==> src/rtl/cmd_frame_ctrl_if.sv <==
`default_nettype none
// ============================================================================
// Module  : cmd_frame_ctrl_if
// Desc    : Bus bundle between cmd_frame_ctrl (master) and its RX/RF/ALU/FIFO
//           environment (slave).
// Rev     : 1.0
// ============================================================================
interface cmd_frame_ctrl_if #(
    parameter int DATA_WIDTH = 8,
    parameter int ADDR_WIDTH = 4,
    parameter int RES_BYTES  = 2
);
    logic [DATA_WIDTH-1:0]           RX_P_Data;
    logic                            RX_D_VLD;
    logic [ADDR_WIDTH-1:0]           Address;
    logic                            Wr_En;
    logic                            Rd_En;
    logic [DATA_WIDTH-1:0]           WrData;
    logic [DATA_WIDTH-1:0]           RdData;
    logic                            RdData_Valid;
    logic [3:0]                      ALU_FUN;
    logic                            Enable;
    logic                            Gate_EN;
    logic [RES_BYTES*DATA_WIDTH-1:0] ALU_OUT;
    logic                            OUT_Valid;
    logic                            Fifo_Full;
    logic                            WR_INC;
    logic [DATA_WIDTH-1:0]           Fifo_Wr_Data;
    logic                            clk_div_en;
    logic                            Frame_Err;

    modport master (
        input  RX_P_Data, RX_D_VLD, RdData, RdData_Valid, ALU_OUT, OUT_Valid, Fifo_Full,
        output Address, Wr_En, Rd_En, WrData, ALU_FUN, Enable, Gate_EN,
               WR_INC, Fifo_Wr_Data, clk_div_en, Frame_Err
    );

    modport slave (
        output RX_P_Data, RX_D_VLD, RdData, RdData_Valid, ALU_OUT, OUT_Valid, Fifo_Full,
        input  Address, Wr_En, Rd_En, WrData, ALU_FUN, Enable, Gate_EN,
               WR_INC, Fifo_Wr_Data, clk_div_en, Frame_Err
    );
endinterface
`default_nettype wire

==> src/rtl/cmd_frame_ctrl.sv <==
`default_nettype none
// ============================================================================
// Module  : cmd_frame_ctrl
// Desc    : Decodes RX command frames into RF writes/reads and ALU runs, and
//           pushes results into the TX FIFO. Define CMD_TIMEOUT_EN to abort
//           stalled partial frames after TIMEOUT_CYC idle cycles.
// Rev     : 1.0
// ============================================================================
module cmd_frame_ctrl #(
    parameter int DATA_WIDTH  = 8,
    parameter int ADDR_WIDTH  = 4,
    parameter int RES_BYTES   = 2,
    parameter int TIMEOUT_CYC = 1024
) (
    input  logic             CLK,
    input  logic             RST,
    cmd_frame_ctrl_if.master bus
);

    localparam int RES_W = RES_BYTES * DATA_WIDTH;
    localparam int CNT_W = $clog2(RES_BYTES + 1);

    localparam logic [DATA_WIDTH-1:0] c_cmd_wr  = DATA_WIDTH'(8'hAA);
    localparam logic [DATA_WIDTH-1:0] c_cmd_rd  = DATA_WIDTH'(8'hBB);
    localparam logic [DATA_WIDTH-1:0] c_cmd_alu = DATA_WIDTH'(8'hCC);
    localparam logic [DATA_WIDTH-1:0] c_cmd_nop = DATA_WIDTH'(8'hDD);

    if (ADDR_WIDTH > DATA_WIDTH || DATA_WIDTH < 8 || RES_BYTES < 1 || TIMEOUT_CYC < 1) begin : g_param_check
        $error("cmd_frame_ctrl: unsupported parameter set");
    end

    typedef enum logic [3:0] {
        S_IDLE     = 4'd0,
        S_WR_ADDR  = 4'd1,
        S_WR_DATA  = 4'd2,
        S_RD_ADDR  = 4'd3,
        S_RD_WAIT  = 4'd4,
        S_OP_A     = 4'd5,
        S_OP_B     = 4'd6,
        S_FUN      = 4'd7,
        S_ALU_WAIT = 4'd8,
        S_PUSH     = 4'd9
    } state_t;

    state_t                  state_q,     state_d;
    logic [ADDR_WIDTH-1:0]   address_q,   address_d;
    logic [DATA_WIDTH-1:0]   wr_data_q,   wr_data_d;
    logic                    wr_en_q,     wr_en_d;
    logic                    rd_en_q,     rd_en_d;
    logic [3:0]              alu_fun_q,   alu_fun_d;
    logic                    alu_en_q,    alu_en_d;
    logic [RES_W-1:0]        result_q,    result_d;
    logic [CNT_W-1:0]        words_q,     words_d;
    logic                    wr_inc_q,    wr_inc_d;
    logic [DATA_WIDTH-1:0]   fifo_data_q, fifo_data_d;
    logic                    frame_err_q, frame_err_d;
    logic                    clk_div_en_q;

`ifdef CMD_TIMEOUT_EN
    localparam int TMO_W = $clog2(TIMEOUT_CYC + 1);
    logic [TMO_W-1:0]        tmo_q,       tmo_d;
    logic                    w_frame_open;
`endif

    logic [DATA_WIDTH-1:0]   w_byte;
    logic                    w_vld;

    assign w_byte = bus.RX_P_Data;
    assign w_vld  = bus.RX_D_VLD;

    always_comb begin
        state_d     = state_q;
        address_d   = address_q;
        wr_data_d   = wr_data_q;
        wr_en_d     = 1'b0;
        rd_en_d     = 1'b0;
        alu_fun_d   = alu_fun_q;
        alu_en_d    = alu_en_q;
        result_d    = result_q;
        words_d     = words_q;
        wr_inc_d    = 1'b0;
        fifo_data_d = fifo_data_q;
        frame_err_d = 1'b0;

        case (state_q)
            S_IDLE: begin
                if (w_vld) begin
                    if (w_byte == c_cmd_wr)       state_d = S_WR_ADDR;
                    else if (w_byte == c_cmd_rd)  state_d = S_RD_ADDR;
                    else if (w_byte == c_cmd_alu) state_d = S_OP_A;
                    else if (w_byte == c_cmd_nop) state_d = S_FUN;
                    else                          frame_err_d = 1'b1;
                end
            end
            S_WR_ADDR: begin
                if (w_vld) begin
                    address_d = w_byte[ADDR_WIDTH-1:0];
                    state_d   = S_WR_DATA;
                end
            end
            S_WR_DATA: begin
                if (w_vld) begin
                    wr_data_d = w_byte;
                    wr_en_d   = 1'b1;
                    state_d   = S_IDLE;
                end
            end
            S_RD_ADDR: begin
                if (w_vld) begin
                    address_d = w_byte[ADDR_WIDTH-1:0];
                    rd_en_d   = 1'b1;
                    state_d   = S_RD_WAIT;
                end
            end
            S_RD_WAIT: begin
                frame_err_d = w_vld;
                if (bus.RdData_Valid) begin
                    result_d = RES_W'(bus.RdData);
                    words_d  = CNT_W'(1);
                    state_d  = S_PUSH;
                end
            end
            S_OP_A: begin
                if (w_vld) begin
                    address_d = '0;
                    wr_data_d = w_byte;
                    wr_en_d   = 1'b1;
                    state_d   = S_OP_B;
                end
            end
            S_OP_B: begin
                if (w_vld) begin
                    address_d = ADDR_WIDTH'(1);
                    wr_data_d = w_byte;
                    wr_en_d   = 1'b1;
                    state_d   = S_FUN;
                end
            end
            S_FUN: begin
                if (w_vld) begin
                    alu_fun_d = w_byte[3:0];
                    alu_en_d  = 1'b1;
                    state_d   = S_ALU_WAIT;
                end
            end
            S_ALU_WAIT: begin
                frame_err_d = w_vld;
                if (bus.OUT_Valid) begin
                    result_d = bus.ALU_OUT;
                    words_d  = CNT_W'(RES_BYTES);
                    alu_en_d = 1'b0;
                    state_d  = S_PUSH;
                end
            end
            S_PUSH: begin
                frame_err_d = w_vld;
                // Result drains LS word first by shifting the holding register down.
                if (!bus.Fifo_Full) begin
                    wr_inc_d    = 1'b1;
                    fifo_data_d = result_q[DATA_WIDTH-1:0];
                    result_d    = result_q >> DATA_WIDTH;
                    words_d     = words_q - CNT_W'(1);
                    if (words_q == CNT_W'(1)) state_d = S_IDLE;
                end
            end
            default: state_d = S_IDLE;
        endcase

`ifdef CMD_TIMEOUT_EN
        // Counts only while a partial frame is waiting on its next RX byte.
        w_frame_open = (state_q == S_WR_ADDR) || (state_q == S_WR_DATA) ||
                       (state_q == S_RD_ADDR) || (state_q == S_OP_A)    ||
                       (state_q == S_OP_B)    || (state_q == S_FUN);
        tmo_d = '0;
        if (w_frame_open && !w_vld) begin
            if (tmo_q == TMO_W'(TIMEOUT_CYC - 1)) begin
                state_d     = S_IDLE;
                frame_err_d = 1'b1;
            end else begin
                tmo_d = tmo_q + TMO_W'(1);
            end
        end
`endif
    end

    always_ff @(posedge CLK or negedge RST) begin
        if (!RST) begin
            state_q      <= S_IDLE;
            address_q    <= '0;
            wr_data_q    <= '0;
            wr_en_q      <= 1'b0;
            rd_en_q      <= 1'b0;
            alu_fun_q    <= '0;
            alu_en_q     <= 1'b0;
            result_q     <= '0;
            words_q      <= '0;
            wr_inc_q     <= 1'b0;
            fifo_data_q  <= '0;
            frame_err_q  <= 1'b0;
            clk_div_en_q <= 1'b0;
`ifdef CMD_TIMEOUT_EN
            tmo_q        <= '0;
`endif
        end else begin
            state_q      <= state_d;
            address_q    <= address_d;
            wr_data_q    <= wr_data_d;
            wr_en_q      <= wr_en_d;
            rd_en_q      <= rd_en_d;
            alu_fun_q    <= alu_fun_d;
            alu_en_q     <= alu_en_d;
            result_q     <= result_d;
            words_q      <= words_d;
            wr_inc_q     <= wr_inc_d;
            fifo_data_q  <= fifo_data_d;
            frame_err_q  <= frame_err_d;
            clk_div_en_q <= 1'b1;
`ifdef CMD_TIMEOUT_EN
            tmo_q        <= tmo_d;
`endif
        end
    end

    assign bus.Address      = address_q;
    assign bus.Wr_En        = wr_en_q;
    assign bus.Rd_En        = rd_en_q;
    assign bus.WrData       = wr_data_q;
    assign bus.ALU_FUN      = alu_fun_q;
    assign bus.Enable       = alu_en_q;
    assign bus.Gate_EN      = alu_en_q;
    assign bus.WR_INC       = wr_inc_q;
    assign bus.Fifo_Wr_Data = fifo_data_q;
    assign bus.clk_div_en   = clk_div_en_q;
    assign bus.Frame_Err    = frame_err_q;

endmodule
`default_nettype wire

==> src/flat_wrapper.sv <==
// flat-port wrapper written by rule: the top's interface ports become plain ports
module cmd_frame_ctrl_flat 
#(
    parameter int DATA_WIDTH  = 8,
    parameter int ADDR_WIDTH  = 4,
    parameter int RES_BYTES   = 2,
    parameter int TIMEOUT_CYC = 1024
)
  (CLK, RST, bus_RX_P_Data, bus_RX_D_VLD, bus_RdData, bus_RdData_Valid, bus_ALU_OUT, bus_OUT_Valid, bus_Fifo_Full, bus_Address, bus_Wr_En, bus_Rd_En, bus_WrData, bus_ALU_FUN, bus_Enable, bus_Gate_EN, bus_WR_INC, bus_Fifo_Wr_Data, bus_clk_div_en, bus_Frame_Err);
  cmd_frame_ctrl_if #(.DATA_WIDTH(DATA_WIDTH), .ADDR_WIDTH(ADDR_WIDTH), .RES_BYTES(RES_BYTES)) bus_i ();
  input  logic CLK;
  input  logic RST;
  input wire logic [$bits(bus_i.RX_P_Data)-1:0] bus_RX_P_Data;
  input wire logic [$bits(bus_i.RX_D_VLD)-1:0] bus_RX_D_VLD;
  input wire logic [$bits(bus_i.RdData)-1:0] bus_RdData;
  input wire logic [$bits(bus_i.RdData_Valid)-1:0] bus_RdData_Valid;
  input wire logic [$bits(bus_i.ALU_OUT)-1:0] bus_ALU_OUT;
  input wire logic [$bits(bus_i.OUT_Valid)-1:0] bus_OUT_Valid;
  input wire logic [$bits(bus_i.Fifo_Full)-1:0] bus_Fifo_Full;
  output wire logic [$bits(bus_i.Address)-1:0] bus_Address;
  output wire logic [$bits(bus_i.Wr_En)-1:0] bus_Wr_En;
  output wire logic [$bits(bus_i.Rd_En)-1:0] bus_Rd_En;
  output wire logic [$bits(bus_i.WrData)-1:0] bus_WrData;
  output wire logic [$bits(bus_i.ALU_FUN)-1:0] bus_ALU_FUN;
  output wire logic [$bits(bus_i.Enable)-1:0] bus_Enable;
  output wire logic [$bits(bus_i.Gate_EN)-1:0] bus_Gate_EN;
  output wire logic [$bits(bus_i.WR_INC)-1:0] bus_WR_INC;
  output wire logic [$bits(bus_i.Fifo_Wr_Data)-1:0] bus_Fifo_Wr_Data;
  output wire logic [$bits(bus_i.clk_div_en)-1:0] bus_clk_div_en;
  output wire logic [$bits(bus_i.Frame_Err)-1:0] bus_Frame_Err;
  assign bus_i.RX_P_Data = bus_RX_P_Data;
  assign bus_i.RX_D_VLD = bus_RX_D_VLD;
  assign bus_i.RdData = bus_RdData;
  assign bus_i.RdData_Valid = bus_RdData_Valid;
  assign bus_i.ALU_OUT = bus_ALU_OUT;
  assign bus_i.OUT_Valid = bus_OUT_Valid;
  assign bus_i.Fifo_Full = bus_Fifo_Full;
  assign bus_Address = bus_i.Address;
  assign bus_Wr_En = bus_i.Wr_En;
  assign bus_Rd_En = bus_i.Rd_En;
  assign bus_WrData = bus_i.WrData;
  assign bus_ALU_FUN = bus_i.ALU_FUN;
  assign bus_Enable = bus_i.Enable;
  assign bus_Gate_EN = bus_i.Gate_EN;
  assign bus_WR_INC = bus_i.WR_INC;
  assign bus_Fifo_Wr_Data = bus_i.Fifo_Wr_Data;
  assign bus_clk_div_en = bus_i.clk_div_en;
  assign bus_Frame_Err = bus_i.Frame_Err;
  cmd_frame_ctrl #(.DATA_WIDTH(DATA_WIDTH), .ADDR_WIDTH(ADDR_WIDTH), .RES_BYTES(RES_BYTES), .TIMEOUT_CYC(TIMEOUT_CYC)) u_core (.CLK(CLK), .RST(RST), .bus(bus_i));
endmodule
==> config.mk <==
export PLATFORM = sky130hd
export DESIGN_NAME = cmd_frame_ctrl_flat
export DESIGN_NICKNAME = d
export VERILOG_FILES = /design/src/rtl/cmd_frame_ctrl_if.sv /design/src/rtl/cmd_frame_ctrl.sv /design/src/flat_wrapper.sv
export SDC_FILE = /design/constraint.sdc
export NUM_CORES = 1
export LEC_CHECK = 0
export ABC_CLOCK_PERIOD_IN_PS = 2900
export CAP_MARGIN = 20
export CORE_MARGIN = 4
export CORE_UTILIZATION = 45
export DETAILED_ROUTE_END_ITERATION = 16
export GPL_TIMING_DRIVEN = 1
export PLACE_DENSITY_LB_ADDON = 0.25
export SLEW_MARGIN = 5
export SYNTH_ARGS = -nofsm -noshare
export SYNTH_HDL_FRONTEND = slang
export SYNTH_SLANG_ARGS = --single-unit
==> constraint.sdc <==
create_clock -name CLK -period 2.9 [get_ports CLK]
set_clock_uncertainty 0.1 [all_clocks]
set_input_delay 0.58 -clock CLK [delete_from_list [all_inputs] [get_ports CLK]]
set_output_delay 0.58 -clock CLK [all_outputs]
set_load 0.03 [all_outputs]
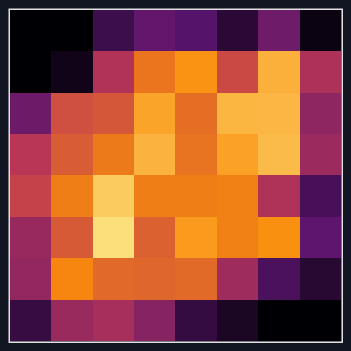
Figure 1: cell density map.
Scale: 4 px per um. The die is cut into 8 by 8 equal tiles; black is low, pale yellow is high, 0 to 100% covered.
- densest ninth of the die: centre
- fullest tile: 93%
- mean over tiles: 48%
- emptiest ninth of the die: upper left
- nearly empty tiles: 7.8%
final design utilization: 64.1%
core outline area: 5270 sq um
Init Core Util: 47.8%

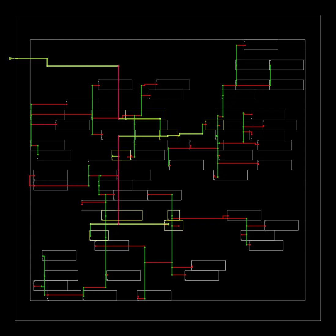
Figure 2: clock nets.
number of clock sinks: 52
Inserted Clock Buffers: 5
clock insertion delay at the later pin of the skew report: 0.30 ns
Clock Buffer Count: 5
clock network power: 592 uW

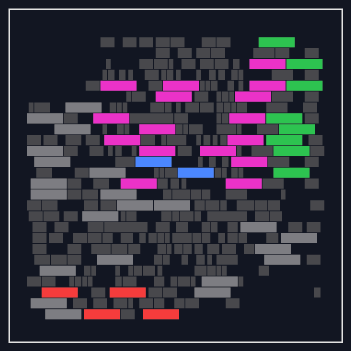
Figure 3: sequential cells coloured by netlist name.
Scale: 4 px per um. Other sequential cells in the stronger grey, the rest of the logic in the fainter grey.
- `u_core.words_q`: blue (flops 2)
- `u_core.bus.Fifo_Wr_Data`: green (flops 8)
- `u_core.bus.Address`: red (flops 4)
- `u_core.result_q`: magenta (flops 16)
sequential-cell power consumption: 1.23 mW
sequential cell area: 1300 sq um
Seq/total area: 38.5%

==> notes.org <==
#+TITLE: Synthesis and PnR summary

** Yosys
- Dominant register cell :: dfrtp_1
- Dominant non-sequential cell family after synthesis :: simple AND/OR/NAND/NOR gates
- Cell type contributing the most total cell area after synthesis :: dfrtp_1
- Synth Instances :: 233
- In the synthesized netlist, mux cells make up 14.7% of the area.
- Of the total synthesized cell area, the portion taken by full adders, half adders and majority gates is 0.496%.
- Combined area of all synthesized cells :: 2520 sq um
- Leading cell types by total area after synthesis :: dfrtp_1 52%, mux2_4 5.4%, mux2_2 5.4%
- Post-synthesis, Yosys gives the total cell area as 2520 sq um.
- A synthesized cell averages 10.8 sq um.
- Summing the sequential cell areas from Yosys gives 51.6% of the chip area.
- Number of synthesized flops with an enable pin :: 0
- The cell-mix breakdown from Yosys lists the compound-gate area share as 11.8%.
- Portion of synthesized cell area occupied by the leading cell type :: 51.6%
- Ranked by instance count, the synthesized netlist is headed by 52 x dfrtp_1, 35 x nand2_1, 19 x o21ai_0.
- The number of nets in the synthesized netlist is 272.

** Setup path
- Launching element of the worst setup path :: bus_RdData_Valid
- The worst setup path is launched from an input pin.
- Reg2reg setup slack :: 0.64 ns
- The setup path with the least slack is of type in2reg.
- In this run the worst path has a maximum fanout of 34.
- Per the OpenROAD timing report, the critical path contains 5 cells.
- Setup crit end :: u_core.result_q[9]
- Top cell family by delay on the critical path :: AND-OR/OR-AND gates
- Startpoint of the most critical register-to-register path :: u_core.state_q[2]
- Data arrives at the worst endpoint at 2.38 ns.

** GRT
- Wire length of the first global-routing pass :: 9470 um
- The via count of the first global-routing pass is 1891.
- Congestion Overflow GR :: 0
- Per the GRT log, the top usage layer is met2.
- Global routing consumed, over all layers together, 16.8% of the routing resources.
- met1 track demand over resource after global routing is 22.1%.

** Clock network
- The timing report gives the clock slew at the launch and capture registers of the worst setup and hold paths as 0.10 ns.
- Quantity of gates resized following cts :: 0
- Buffers inserted during post-CTS setup optimization :: 0

** Finish
- Most flops, register :: u_core.result_q
- Summing all multi-input logic gate instances after layout gives 1100 sq um.
- The layout has 75 buffers outside the clock class.
- Share of cells above drive strength 1 :: 14.7%
- Final non-filler cell total :: 369
- Layout overhead on the synthesized area :: 33.9%
- The repair_antennas step left the layout with diodes totalling 0.
- Non-clock buffers make up 21.6% of the layout cell area.
- The number of sequential cells reported for the layout is 52.
- The register with the most flip-flops in the layout has 16 of them.
- Number of logic gates :: 159
- Top Layout Cells :: 67 x clkdlybuf4s50_1, 52 x dfrtp_1, 35 x nand2_1
- Filler cells :: 425

** Final timing
- Per the timing report, the achievable frequency comes out to 432 MHz.
- RSZ-0062 raised after global routing :: false
- The most critical hold endpoint after final layout shows a slack of 0.125 ns.
- Post-route setup slack :: 0.587 ns
- Setup total negative slack on the finished layout was measured at 0 ns.

** Floorplanning
- Per the OpenROAD floorplan log, the area of the die is 6860 sq um.
- The floorplan has 26 rows.
- Number of placed I/O pins :: 69

** Route
- The detail route stage leaves a number of antenna-violating nets equal to 0.
- Wire length on met3 :: 410 um
- In the routed design, unresolved DRC markers number 0.
- Sum of routed wire segments on met1 :: 2540 um

** Power and ir drop
- The largest part of the power goes to combinational logic.
- Registers are responsible for 34.4% of the overall power.
- P_leak :: 1.49 nW
- Power density of the placed cells :: 1060 nW/um^2
- The share of total power dissipated in the clock network is 16.5%.
- P_comb :: 1.76 mW

** Run
- The number of maximum-capacitance violations recorded for the run is 0.

** Place
- Placed instance count :: 361
- Weighted congestion reported at the end of routability-driven placement :: 0.841

** Run status
- The flow ran to the end, and the final reports show no timing, DRC or antenna violations.
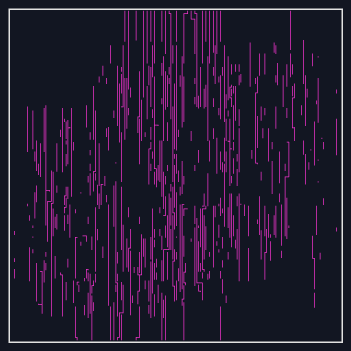
Figure 4: metal 2.
Scale: 4 px per um.
- longest straight run: 29.9 um
- nets with wire on the layer: 278
grt met2 use: 26.7%
number of vias in the routed layout: 1871
final WL: 5620 um

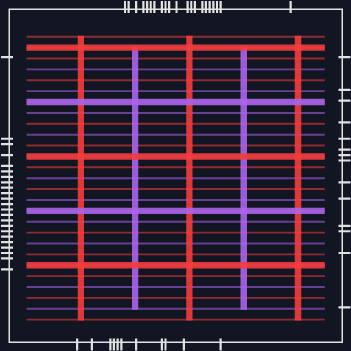
Figure 5: supply network.
Scale: 4 px per um. Pins as bars on the die edge.
- VDD: purple
- VSS: red
- met5 straps: 5
- signal pins: 69
- met1 rails: 27
- met4 straps: 5
die boundary width: 82.9 um
Max IR drop VDD: 0.605 mV
Die Y: 82.9 um

Power and IR drop assume default switching activity.
